## config.mk

```make
export PLATFORM = sky130hd
export DESIGN_NAME = ifetch_queue
export DESIGN_NICKNAME = d
export VERILOG_FILES = /design/src/rtl/ifetch_queue.sv
export SDC_FILE = /design/constraint.sdc
export NUM_CORES = 1
export LEC_CHECK = 0
export ABC_AREA = 1
export CAP_MARGIN = 25
export CORE_AREA = 8 8 144 146
export CTS_BUF_LIST = sky130_fd_sc_hd__clkbuf_8
export CTS_CLUSTER_DIAMETER = 150
export DETAILED_ROUTE_END_ITERATION = 12
export DIE_AREA = 0 0 152 154
export PLACE_DENSITY = 0.71
export SLEW_MARGIN = 20
export SYNTH_ARGS = -nofsm -noshare
export SYNTH_HDL_FRONTEND = slang
export SYNTH_SLANG_ARGS = --single-unit
```

## constraint.sdc

```tcl
create_clock -name clk -period 4.8 [get_ports clk]
set_input_delay 0.48 -clock clk [delete_from_list [all_inputs] [get_ports clk]]
set_output_delay 0.48 -clock clk [all_outputs]
set_load 0.01 [all_outputs]
```

## src/rtl/ifetch_queue.sv

```systemverilog
// rtl/ifetch_queue.sv - instruction prefetch queue: fetches ahead into a circular buffer, flushed on redirect
module ifetch_queue #(
  parameter int DEPTH = 4
) (
  input  logic                     clk,
  input  logic                     rst_f,
  input  logic                     fetch_en,
  output logic [15:0]              im_addr,
  input  logic [31:0]              im_data,
  input  logic                     redirect,
  input  logic [15:0]              redirect_addr,
  input  logic                     deq,
  output logic [31:0]              instr_out,
  output logic [15:0]              instr_pc,
  output logic                     instr_valid,
  output logic [$clog2(DEPTH):0]   count
);

  localparam int AW = $clog2(DEPTH);
  localparam logic [AW:0] FULL = (AW+1)'(DEPTH);

  logic [31:0]   instr_mem [DEPTH];
  logic [15:0]   pc_mem    [DEPTH];
  logic [AW-1:0] wr_ptr;
  logic [AW-1:0] rd_ptr;
  logic [15:0]   fetch_pc;
  logic          pop;
  logic          push;

  assign instr_valid = (count != '0);
  assign pop         = deq & instr_valid & ~redirect;
  // A full queue still accepts a fetch when the head leaves in the same cycle.
  assign push        = fetch_en & ~redirect & ((count != FULL) | pop);

  assign im_addr   = fetch_pc;
  assign instr_out = instr_valid ? instr_mem[rd_ptr] : 32'h0;
  assign instr_pc  = instr_valid ? pc_mem[rd_ptr]    : 16'h0;

  always_ff @(posedge clk) begin
    if (rst_f) begin
      fetch_pc <= 16'h0;
      wr_ptr   <= '0;
      rd_ptr   <= '0;
      count    <= '0;
    end else if (redirect) begin
      fetch_pc <= redirect_addr;
      wr_ptr   <= '0;
      rd_ptr   <= '0;
      count    <= '0;
    end else begin
      if (push) begin
        wr_ptr   <= wr_ptr + AW'(1);
        fetch_pc <= fetch_pc + 16'h1;
      end
      if (pop) begin
        rd_ptr <= rd_ptr + AW'(1);
      end
      case ({push, pop})
        2'b10:   count <= count + (AW+1)'(1);
        2'b01:   count <= count - (AW+1)'(1);
        default: count <= count;
      endcase
    end
  end

  // Entry storage needs no reset: count gates everything read out of it.
  always_ff @(posedge clk) begin
    if (push && !rst_f) begin
      instr_mem[wr_ptr] <= im_data;
      pc_mem[wr_ptr]    <= fetch_pc;
    end
  end

endmodule

```

Figure 1. M2 wires (run 1).
Cells faint in the background.
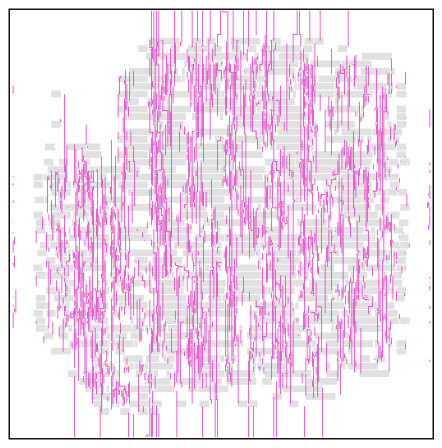
The longest straight run is 51.3 µm. The layer holds 47% of the routed length. 726 nets have wire on it. The layer carries 9550 µm of wire.
vias after detailed routing: 6225
Total Wirelength: 20200 µm
met2 global-route usage: 0.283

Figure 2. The metal 1 layer (run 1).
Supply wires on this layer in gray. Cells faint in the background.
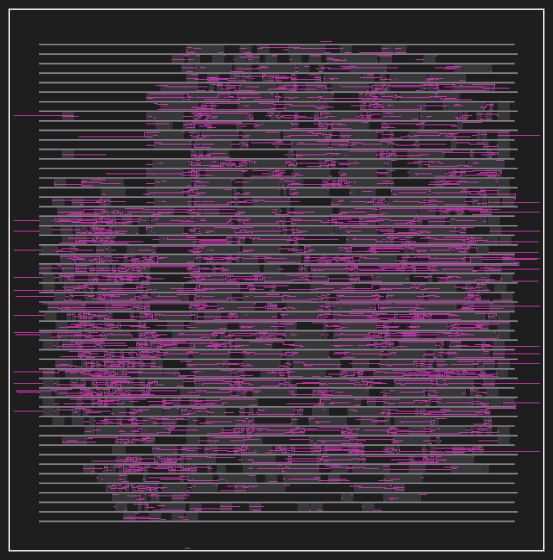
The layer carries 8950 µm of wire. The wires run mostly horizontal.
GR Util met1: 0.216

Figure 3. Port wiring (run 1).
The bar under the picture is 50 µm long.
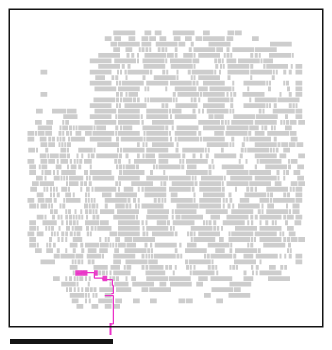
Key: deq = magenta [bits 1, direction input, edge bottom, end cells 5, buffers 1, wire 50.4 µm]
input/output buffers: 120
I/O pins: 121

==> flow_metrics.env, run 1 <==
# physical design summary
export IMPL_insertedDiodeCount=0
export IMPL_cts_resized=0
export IMPL_stdcell_count=1199
export IMPL_cts_buffer_depth=3
export IMPL_relSlewSlack=0.355
export IMPL_numCtsBuffers=35
export IMPL_p_sw_frac=0.220
export IMPL_top_area_cell="edfxtp_1"
export IMPL_fp_util=0.491
export IMPL_power_internal_mw=2.91
export IMPL_yosys_area_top_type_share=0.636
export IMPL_p_comb_uw=251
export IMPL_fin_area_um2=11000
export IMPL_warnings=29
export IMPL_dp_hpwl_um=11700
export IMPL_power_frac_clock=0.366
export IMPL_final_cell_mix="nor2_1 (216), edfxtp_1 (192), clkdlybuf4s50_1 (120), o21ai_0 (93), nand2_1 (64)"
export IMPL_worst_slack_ps=1200
export IMPL_syn_avg_cell_area_um2=11.1
export IMPL_final_layout_size_suffix_gt1_frac=0.0881
export IMPL_skew_ps=13.7
export IMPL_worstPathRequired_ps=4320
export IMPL_nFillCells=1501
export IMPL_clk_pin_slew_ps=60
export IMPL_wl_per_cell_um=16.8
export IMPL_rsz0062_at_grt="false"
export IMPL_cp_arrival_ps=3120
export IMPL_fin_util=0.599
export IMPL_synth_nets=876
export IMPL_path_buffers=3
export IMPL_holdWs_ps=454
export IMPL_switchingPower_uw=823
export IMPL_pwr_share_comb=0.067
export IMPL_ys_ff=217
export IMPL_antenna_found_initial=0
export IMPL_postSynthCellCount=817
export IMPL_fin_nets=1001
export IMPL_endpoint_kind="output pin"
export IMPL_status="finished, final reports clean"
export IMPL_tns_ps=0
export IMPL_period_used=0.750
export IMPL_clock_net_power_mw=1.37
export IMPL_slew_violations=0
export IMPL_yosysUniqueCellTypes=32
export IMPL_power_frac_seq=0.567
export IMPL_die_x_um=152
export IMPL_comb_area_um2=2420
export IMPL_holdBufCountCts=0
export IMPL_grt_pass1_vias=6281
export IMPL_max_slew_worst_pin_slew_ps=968
export IMPL_largestPowerGroup="registers"
export IMPL_ys_area_um2=9060
export IMPL_cts_sinks=217
export IMPL_dp_slack_ps=1390
export IMPL_setup_viol=0
export IMPL_syn2layout_area_growth_pct=21.9
export IMPL_die_h_um=154
export IMPL_hold_viol=0
export IMPL_fp_row_count=50
export IMPL_cpPeakStageDelay_ps=610
export IMPL_clock_latency_ps=510
export IMPL_gp_congestion=0.839
export IMPL_avgViaCountPerCell=5.19
export IMPL_total_power_mw=3.74
export IMPL_drt_pass1_iter_count=5
export IMPL_ys_top_cells_by_area="edfxtp_1 (64%), nor2_1 (9.1%), dfxtp_1 (5.5%)"
export IMPL_grt_max_degree=97
export IMPL_power_density_nw_per_um2=338
export IMPL_dp_cells=1137
export IMPL_ys_cells=817
export IMPL_detailed_place_area_um2=10400
export IMPL_grt_overflow_total=0
export IMPL_ir_drop_mv=0.154
export IMPL_grt_pass1_wl_um=32500
export IMPL_coreArea_um2=18500
export IMPL_root_buffer="clkbuf_8"
export IMPL_track_usage=0.171
export IMPL_drtAntennaViolNets=0
[run 1: cell families after synthesis]
| kind of cell | after synthesis | synth area share |
|---|---|---|
| buffers and inverters | 83 | 0.0446 |
| XOR/XNOR | 4 | 0.00387 |
| flip-flops | 217 | 0.691 |
| AND/OR/NAND/NOR | 328 | 0.148 |
| adder cells (fa/ha/maj) | 6 | 0.00911 |
| AND-OR/OR-AND | 179 | 0.103 |
[run 1: layer usage]
layer | wire, µm | part of all wire | global-route usage
met5 | 0 | 0 | 0
met4 | 305 | 0.015 | 0.0524
met3 | 1390 | 0.069 | 0.0437
met2 | 9550 | 0.47 | 0.283
met1 | 8950 | 0.44 | 0.216
[run 1: Yosys cell counts, drive strengths merged]
library cell	instances
a21oi	62
a31oi	1
buf	27
clkbuf	14
dfxtp	25
edfxtp	192
fa	1
ha	5
inv	42
nand2	70
nand3	23
nand4	5
nor2	228
nor3	2
o211a	1
o21ai	114
o21bai	1
xnor2	2
xor2	2
[run 1: path summary, 6_finish.rpt]
path	startpoint	depth (start not counted)	end	slack (ps)
max	flop	6	instr_pc[8]	1200
min	rd_ptr[1]$_SDFFE_PP0P_	2	flop	450
max reg2reg	count[0]$_SDFFE_PP0P_	7	instr_mem[1][2]$_DFFE_PP_	2440
min reg2reg	rd_ptr[1]$_SDFFE_PP0P_	2	flop	450
[run 1: flip-flops by register name (all words and copies together) (netlist names), named ones only]
signal / cells
im_addr: 16
pc_mem: 64
instr_mem: 128
wr_ptr: 2
rd_ptr: 2
count: 3
[run 1: layout make-up]
type | count | area share
flip-flops and latches | 217 | 0.568
multi-input cells | 517 | 0.219
repair buffers | 129 | 0.118
clock buffers | 37 | 0.0461
well taps | 234 | 0.0265
inverters | 42 | 0.0143
clock inverters | 23 | 0.00827
--- run 2 (diff from run 1) ---
- PLACE_DENSITY: 0.71 -> 0.74
- clock period: 4.8 -> 3.2 ns (I/O delays scaled with it)
==> flow_metrics.env, run 2 <==
# physical design summary
export IMPL_htree_levels=2
export IMPL_ys_cells=817
export IMPL_ir_drop_mv=0.392
export IMPL_total_power_mw=5.78
export IMPL_path_buffers=2
export IMPL_met1_length_um=9060
export IMPL_cts_tree="yes"
export IMPL_final_layout_size_suffix_gt1_frac=0.0919
export IMPL_finalWirelength_um=20600
export IMPL_syn2layout_area_growth_pct=23.1
export IMPL_final_cell_mix="nor2_1 (216), edfxtp_1 (192), clkdlybuf4s50_1 (120), o21ai_0 (93), nand2_1 (64)"
export IMPL_clk_pin_slew_ps=60
export IMPL_dp_cells=1142
export IMPL_power_internal_mw=4.53
export IMPL_setup_viol=0
export IMPL_numCtsBuffers=34
export IMPL_wl_met2_um=9510
export IMPL_edf_count=192
export IMPL_switchingPower_mw=1.25
export IMPL_cts_sinks=217
export IMPL_postSynthCellCount=817
export IMPL_period_used=0.936
export IMPL_grt_use_met2=0.279
export IMPL_path_cells="inv_4, nor2_1, o21ai_0, a21oi_1, clkdlybuf4s50_1"
export IMPL_worst_slack_ps=204
export IMPL_gp_congestion=0.787
export IMPL_synth_async_reset_ratio=0
export IMPL_root_buffer="clkbuf_8"
export IMPL_use_met1=0.222
export IMPL_nFillCells=1450
export IMPL_coreArea_um2=18500
export IMPL_wl_met3_um=1650
export IMPL_power_density_nw_per_um2=519
export IMPL_fp_util=0.491
export IMPL_stdcell_count=1202
export IMPL_dp_slack_ps=547
export IMPL_grt_overflow_total=0
export IMPL_antenna_found_initial=0
export IMPL_grt_max_degree=60
export IMPL_ys_top_cells_by_area="edfxtp_1 (64%), nor2_1 (9.1%), dfxtp_1 (5.5%)"
export IMPL_grt_pass1_vias=6267
export IMPL_yosysWarningCount=0
export IMPL_fp_row_count=50
export IMPL_maxCapViolCount=0
export IMPL_warnings=30
export IMPL_die_h_um=154
export IMPL_synth_area_um2=9060
export IMPL_syn_avg_cell_area_um2=11.1
export IMPL_port_buffers=120
export IMPL_comb_area_um2=2420
export IMPL_drt_pass1_iter_count=7
export IMPL_ys_top_cells_by_count="nor2_1 (220), edfxtp_1 (192), o21ai_0 (93)"
export IMPL_tns_ps=0
export IMPL_status="finished, final reports clean"
export IMPL_avgViaCountPerCell=5.28
export IMPL_fin_nets=1003
export IMPL_clock_latency_ps=500
export IMPL_endpoint_kind="output pin"
export IMPL_worstPathRequired_ps=2880
export IMPL_insertedDiodeCount=0
export IMPL_post_cts_buffers=0
export IMPL_flop_cell="edfxtp_1"
export IMPL_max_slew_worst_pin_slew_ps=685
export IMPL_yosys_area_top_type_share=0.636
export IMPL_top_area_cell="edfxtp_1"
export IMPL_relSlewSlack=0.543
export IMPL_hold_viol=0
export IMPL_chipArea_um2=23400
export IMPL_slew_violations=0
export IMPL_die_x_um=152
export IMPL_holdBufCountCts=0
export IMPL_drtAntennaViolNets=0
export IMPL_final_min_clock_period_ps=3000
export IMPL_top_cell="nor2_1"
export IMPL_rsz0062_at_grt="false"
export IMPL_mostFrequentLayoutCell="nor2_1"
export IMPL_yosysUniqueCellTypes=32
export IMPL_largest_register="instr_mem"
export IMPL_synth_nets=876
export IMPL_skew_ps=13.8
export IMPL_p_sw_frac=0.216
export IMPL_dp_hpwl_um=12600
export IMPL_io_pins=121
export IMPL_vias=6345
export IMPL_grt_pass1_wl_um=32700
export IMPL_startpoint_type="flop"
export IMPL_cp_slowest_cell="dfxtp_2"
export IMPL_cpLargestDelayFamily="buffers and inverters"
export IMPL_cp_arrival_ps=2680
export IMPL_cts_buffer_depth=3
export IMPL_drtIter0Drc=447
export IMPL_ys_area_um2=9060
export IMPL_crit_fanout=48
export IMPL_top_layer_used="met4"
export IMPL_ys_ff=217
export IMPL_power_frac_clock=0.384
export IMPL_cpPeakStageDelay_ps=640
export IMPL_largest_register_ffs=128
export IMPL_pwr_share_comb=0.066
export IMPL_power_frac_seq=0.549
==> run 2: cell types whose count changed in the layout (fill, tap and decap cells not counted), moves of 2 or more <==
| cell | change |
|---|---|
| clkinv_1 | +4 |
| buf_12 | +4 |
| bufinv_16 | +2 |
| inv_1 | -5 |
==> run 2: final timing paths <==
path	start	to	slack, ps	cells after the start
max	flop	instr_pc[15]	200	5
min	redirect_addr[2]	im_addr[2]$_SDFFE_PP0P_	430	3
max reg2reg	count[1]$_SDFFE_PP0P_	instr_mem[3][3]$_DFFE_PP_	1180	7
min reg2reg	rd_ptr[0]$_SDFFE_PP0P_	flop	490	2
==> run 2: repair_timing <==
item / 4_1_cts / 5_1_grt
endpoints found under the setup margin: 1 / 0
resized: 1 / 0
endpoints found under the hold margin: 0 / 0
==> run 2: area by class of cell <==
class | instances | area share
Sequential cell | 217 | 0.562
Tap cell | 234 | 0.0263
Clock buffer | 37 | 0.0457
Clock inverter | 23 | 0.0128
Multi-Input combinational cell | 517 | 0.217
Inverter | 42 | 0.0144
Timing Repair Buffer | 132 | 0.121
==> run 2: power groups by stage <==
stage	registers (mW)	logic, mW	clock network [mW]
after floorplan	3.23	0.165	0
after global placement	3.23	0.381	0
after detailed placement	3.23	0.385	0
after CTS	3.18	0.388	2.28
after global routing	3.18	0.420	2.38
final	3.18	0.384	2.22
==> run 2: kinds of logic (layout without fill, tap and decap cells) <==
group	count (synthesis)	after routing	share of synthesized area
buf+inv	83	234	0.0446
xor+xnor	4	4	0.00387
fa+ha+maj	6	6	0.00911
simple gates	328	328	0.148
flops	217	217	0.691
compound gates	179	179	0.103
==> run 2: metrics by stage <==
step | hold slack [ps] | instance area (µm²)
finish | 426 | 11200
global placement | 454 | 10500
global route | 426 | 11200
floorplan | 419 | 9060
detailed placement | 477 | 10500
CTS | 386 | 11200
Figure 4. Congestion heat map (run 2).
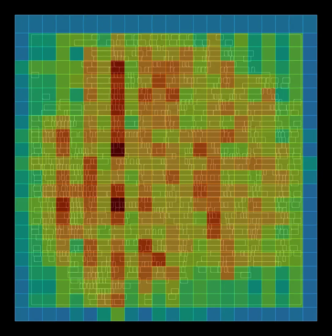
grt met3 use: 0.0443
Final Util: 0.604
Routed WL per cell: 17.1 µm
global route hottest layer: met2
GRT Total Usage: 0.173

Figure 5. Sequential cells colored by netlist name (run 2).
Other sequential cells in the stronger gray, the rest of the logic in the fainter gray.
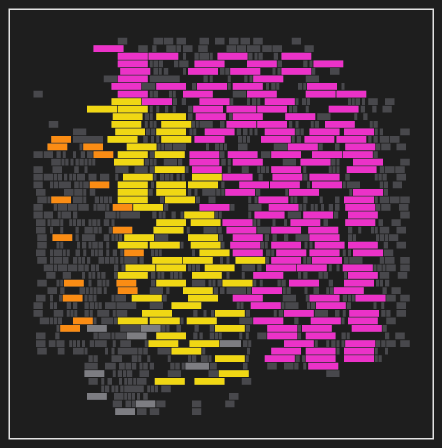
Key: instr_mem = magenta [flops 128]; pc_mem = yellow [flops 64]; im_addr = orange [flops 16, where middle left]
flop share of the area: 0.562
P_seq: 3.18 mW
Reg area: 6270 µm²

--- run 3 (diff from run 2) ---
- GPL_TIMING_DRIVEN: default -> 0
==> flow_metrics.env, run 3 <==
# physical design summary
export IMPL_fp_util=0.491
export IMPL_antenna_found_initial=0
export IMPL_avgViaCountPerCell=5.22
export IMPL_post_cts_buffers=0
export IMPL_power_density_nw_per_um2=501
export IMPL_tns_ps=0
export IMPL_comb_area_um2=2420
export IMPL_slew_violations=0
export IMPL_grt_pass1_vias=6305
export IMPL_top_cell="nor2_1"
export IMPL_crit_fanout=10
export IMPL_synth_area_um2=9060
export IMPL_drtAntennaViolNets=0
export IMPL_cp_slowest_cell="clkdlybuf4s50_1"
export IMPL_fin_nets=1041
export IMPL_topCombFamilyByArea="simple AND/OR/NAND/NOR gates"
export IMPL_worstPathRequired_ps=2880
export IMPL_yosys_area_share_simple=0.148
export IMPL_skew_ps=22.4
export IMPL_port_buffers=119
export IMPL_rsz0062_at_grt="false"
export IMPL_postSynthCellCount=817
export IMPL_hold_viol=0
export IMPL_drtIter0Drc=368
export IMPL_largest_register="instr_mem"
export IMPL_maxCapViolCount=0
export IMPL_cp_arrival_ps=2580
export IMPL_die_h_um=154
export IMPL_top_area_cell="edfxtp_1"
export IMPL_wl_per_cell_um=17.5
export IMPL_period_used=0.907
export IMPL_drt_pass1_iter_count=5
export IMPL_status="finished, final reports clean"
export IMPL_max_slew_worst_pin_slew_ps=570
export IMPL_largest_register_ffs=128
export IMPL_final_min_clock_period_ps=2900
export IMPL_yosys_area_top_type_share=0.636
export IMPL_dp_hpwl_um=14200
export IMPL_endpoint_kind="output pin"
export IMPL_cts_sinks=217
export IMPL_numCtsBuffers=36
export IMPL_yosysWarningCount=0
export IMPL_final_layout_size_suffix_gt1_frac=0.111
export IMPL_grt_overflow_total=0
export IMPL_htree_levels=2
export IMPL_clk_pin_slew_ps=70
export IMPL_cts_tree="yes"
export IMPL_fin_area_um2=11400
export IMPL_insertedDiodeCount=0
export IMPL_yosysUniqueCellTypes=32
export IMPL_path_buffers=4
export IMPL_synth_nets=876
export IMPL_finalWirelength_um=21600
export IMPL_clock_latency_ps=500
export IMPL_syn2layout_area_growth_pct=25.8
export IMPL_cpPeakStageDelay_ps=610
export IMPL_detailed_place_area_um2=10800
export IMPL_ys_top_cells_by_area="edfxtp_1 (64%), nor2_1 (9.1%), dfxtp_1 (5.5%)"
export IMPL_grt_max_degree=24
export IMPL_total_power_mw=5.71
export IMPL_gp_congestion=0.846
export IMPL_cts_resized=0
export IMPL_ys_cells=817
export IMPL_synthXorXnorAreaFrac=0.00387
export IMPL_path_cells="buf_4, inv_2, clkbuf_1, o21ai_0, a21oi_1, clkdlybuf4s50_1"
export IMPL_synth_cellmix_compoundShare=0.103
export IMPL_ys_ff=217
export IMPL_die_x_um=152
export IMPL_setup_viol=0
export IMPL_ys_area_um2=9060
export IMPL_coreArea_um2=18500
export IMPL_vias=6461
export IMPL_io_pins=121
export IMPL_nFillCells=1464
export IMPL_synth_async_reset_ratio=0
export IMPL_grt_pass1_wl_um=33500
export IMPL_final_cell_mix="nor2_1 (216), edfxtp_1 (192), clkdlybuf4s50_1 (119), o21ai_0 (93), nand2_1 (64)"
export IMPL_chipArea_um2=23400
export IMPL_flop_cell="edfxtp_1"
export IMPL_fp_row_count=50
export IMPL_warnings=30
export IMPL_root_buffer="clkbuf_8"
export IMPL_ys_top_cells_by_count="nor2_1 (220), edfxtp_1 (192), o21ai_0 (93)"
export IMPL_fa_ha_area_frac=0.00911
export IMPL_startpoint_type="flop"
export IMPL_syn_avg_cell_area_um2=11.1
export IMPL_relSlewSlack=0.620
export IMPL_muxShareOfSynthArea=0
export IMPL_holdBufCountCts=0
export IMPL_cpLargestDelayFamily="buffers and inverters"
export IMPL_ir_drop_mv=0.243
export IMPL_cts_buffer_depth=3
export IMPL_edf_count=192
export IMPL_mostFrequentLayoutCell="nor2_1"
## run 3: cell counts after synthesis
No cell type changed its count.
## run 3: report_power, final
part / total [mW] / internal, mW / switching, mW
clock: 2.14 / 1.14 / 0.996
sequential: 3.18 / 3.13 / 0.0464
combinational: 0.399 / 0.193 / 0.206
total: 5.71 / 4.47 / 1.25
## run 3: logic make-up (layout without fill, tap and decap cells)
family	Yosys count	in the layout
buf+inv	83	269
xor+xnor	4	4
compound gates	179	179
fa+ha+maj	6	6
simple gates	328	328
flops	217	217
## run 3: final timing paths
check	startpoint	endpoint	slack, ps	depth (start not counted)
hold / removal	redirect	im_addr[7]$_SDFFE_PP0P_	190	5
setup / recovery	flop	instr_pc[5]	300	6
hold reg to reg	rd_ptr[0]$_SDFFE_PP0P_	rd_ptr[0]$_SDFFE_PP0P_	480	2
setup reg to reg	count[0]$_SDFFE_PP0P_	instr_mem[0][19]$_DFFE_PP_	880	9
## run 3: per-layer routing
metal / share of wire / up-vias / global-route usage
met5: 0 / - / 0
met4: 0.014 / 0 / 0.0505
met3: 0.077 / 31 / 0.0457
met2: 0.48 / 259 / 0.303
met1: 0.43 / 3025 / 0.228
li1: - / 3146 / -
## run 3: layout make-up
type,instances,area share
buffer,41,0.0216
clock buffer,37,0.0447
clock inverter,22,0.00987
inverter,42,0.0138
multi-input combinational,517,0.213
sequential,217,0.549
tap,234,0.0257
timing repair buffer,127,0.122
## run 3: stage by stage
stage,std cells,setup slack (ps),utilization,hold slack (ps)
3_5_place_dp,1178,325,0.584,467
3_3_place_gp,1170,-2320,0.572,453
4_1_cts,1237,267,0.618,166
2_1_floorplan,817,-230,-,419
5_1_grt,1237,172,0.618,198
6_report,1237,298,0.618,186
Figure 6. Sequential cells colored by netlist name (run 3).
Other sequential cells in the stronger gray, the rest of the logic in the fainter gray.
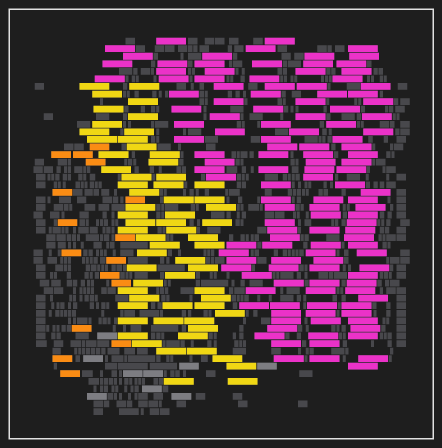
Key: instr_mem = magenta [flops 128]; im_addr = orange [flops 16]; pc_mem = yellow [flops 64]
Another 9 sequential cells are not colored.
Final Util: 0.618
flop share of the area: 0.549
Reg area: 6270 µm²

Figure 7. M2 wires (run 3).
Cells faint in the background.
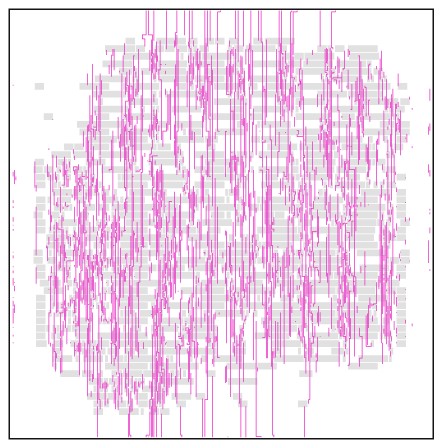
801 nets have wire on it. The longest straight run is 59.8 µm. The layer holds 48% of the routed length. The layer carries 10400 µm of wire.

Power figures rest on the tool's default switching activity, not on a simulated workload.
